Figure 1. Cell area per tile.
The die is cut into 9 by 9 equal tiles; dark blue is low, red is high, 0 to 100% covered.
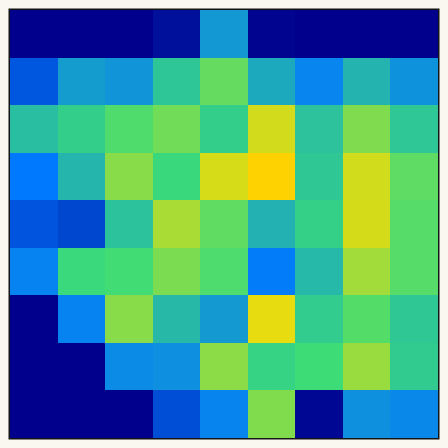
Figure 2. Selected gate families.
Bar = 20 microns.
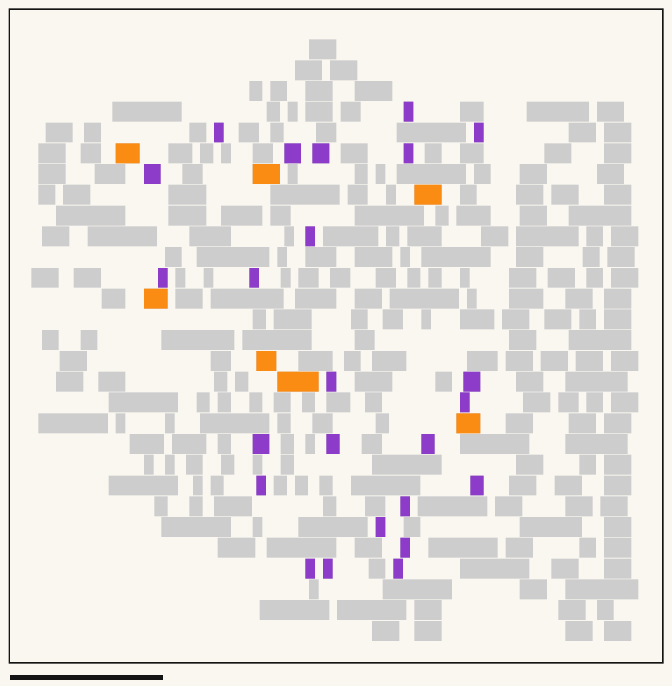
==> config.mk <==
export PLATFORM = sky130hd
export DESIGN_NAME = uart_tx_arbiter
export DESIGN_NICKNAME = d
export VERILOG_FILES = /design/src/rtl/uart_tx_arbiter.sv
export SDC_FILE = /design/constraint.sdc
export NUM_CORES = 1
export LEC_CHECK = 0
export CELL_PAD_IN_SITES_DETAIL_PLACEMENT = 1
export CELL_PAD_IN_SITES_GLOBAL_PLACEMENT = 2
export CORE_MARGIN = 2
export CORE_UTILIZATION = 28
export DETAILED_ROUTE_END_ITERATION = 8
export PLACE_DENSITY = 0.93
export SETUP_SLACK_MARGIN = 0.02
export SLEW_MARGIN = 40
export SYNTH_ARGS = -nofsm -noshare
export SYNTH_HDL_FRONTEND = slang
export SYNTH_SLANG_ARGS = --single-unit
==> constraint.sdc <==
create_clock -name clk -period 3.45 [get_ports clk]
set_clock_uncertainty 0.1 [all_clocks]
set_input_delay 0.69 -clock clk [delete_from_list [all_inputs] [get_ports clk]]
set_output_delay 0.69 -clock clk [all_outputs]
set_load 0.01 [all_outputs]
==> impl_metrics.env <==
# physical design summary
export IMPL_outcome="finished clean"
export IMPL_first_global_vias=1889
export IMPL_synth_top_cell_by_count="dfrtp_1"
export IMPL_dpl_hpwl_microns=4220
export IMPL_comb_power_w=0.000906
export IMPL_antenna_left=0
export IMPL_edf_count=0
export IMPL_die_width_microns=85.4
export IMPL_crit_buf_inv=2
export IMPL_slew_headroom_pct=57.0
export IMPL_hold_ws_ns=0.431
export IMPL_core_util_floorplan_pct=29.1
export IMPL_warnings=28
export IMPL_setup_tns_ns=0
export IMPL_rr_worst_depth=4
export IMPL_gp_congestion=0.782
export IMPL_p_clk_share_pct=17.9
export IMPL_clock_latency_ns=0.28
export IMPL_synthSimpleGateAreaFrac_pct=22.9
export IMPL_cts_clk_slew_worst_paths_ns=0.06
export IMPL_gr_max_usage_layer="met2"
export IMPL_syn_area_sq_um=1860
export IMPL_yosysUniqueCellTypes=48
export IMPL_irDropWorstVdd_mv=0.310
export IMPL_crit_chain="clkdlybuf4s50_1 -> or3b_4 -> o22ai_2 -> and2_1 -> clkdlybuf4s50_1"
export IMPL_cts_sinks=29
export IMPL_hp_class="reg2reg"
export IMPL_setup_violations_final=0
export IMPL_hold_viol=0
export IMPL_routedWlPerCell_microns=16.7
export IMPL_track_usage_pct=15.9
export IMPL_num_rows=29
export IMPL_yosys_warnings=0
export IMPL_end_kind="primary output"
export IMPL_grt_max_degree=30
export IMPL_powerDensity_nw_per_um2=622
export IMPL_via_per_inst=5.13
export IMPL_mux_share_pct=16.8
export IMPL_inverters=7
export IMPL_layout_nets=312
export IMPL_buffers=79
export IMPL_wl_met3_microns=464
export IMPL_p_seq_share_pct=30.1
export IMPL_path_delay_family="buffers and inverters"
export IMPL_wl_microns=5710
export IMPL_seq_cell_share_pct=26.1
export IMPL_critPathLaunchType="primary input"
export IMPL_aoi_share_pct=12.9
export IMPL_power_total_w=0.00174
export IMPL_synth_logic_top_family="simple AND/OR/NAND/NOR gates"
export IMPL_synthArstFlopShare_pct=100
export IMPL_power_leader="combinational cells"
export IMPL_firstDrtPassIters=4
export IMPL_buf_share_pct=27.3
export IMPL_antenna_found_initial=0
export IMPL_slew_viol_final=0
export IMPL_period_used_pct=96.8
export IMPL_ctsResizeCount=0
export IMPL_netlist_area_leader_share_pct=36.4
export IMPL_layout_top_cells="clkdlybuf4s50_1, dfrtp_1, nor2_1, nand2_1, nand3_1"
export IMPL_switching_share_pct=37.8
export IMPL_seq_cells=29
export IMPL_rsz0062_at_grt="no"
export IMPL_cts_tree="done"
export IMPL_pre_cts_slack_ns=0.0406
export IMPL_drtIter0Drc=68
export IMPL_globalRouteMet2Util_pct=27.3
export IMPL_taps=77
export IMPL_min_delay_path_depth=1
export IMPL_final_fill_count=739
export IMPL_r2r_setup_slack_ns=1.06
export IMPL_comb_area_sq_um=1080
export IMPL_antenna_cells=0
export IMPL_cts_root_buf="clkbuf_8"
export IMPL_ff_latch_area_sq_um=729
## Picture notes: Figure 1
mean over tiles = 37%
tiles over 75% full = 1.2%
fullest tile = 76%
core region area: 6390 sq um
fin util: 43.8%

## Picture notes: Figure 2
orange -> AND-OR and OR-AND gates  # cells 7, most used a22o_1
purple -> NOR gates  # cells 24, most used nor2_1
Layout Cells excl Fill: 342
highest-count logic cell in the final layout: clkdlybuf4s50_1
combinational share of cell area: 38.6%

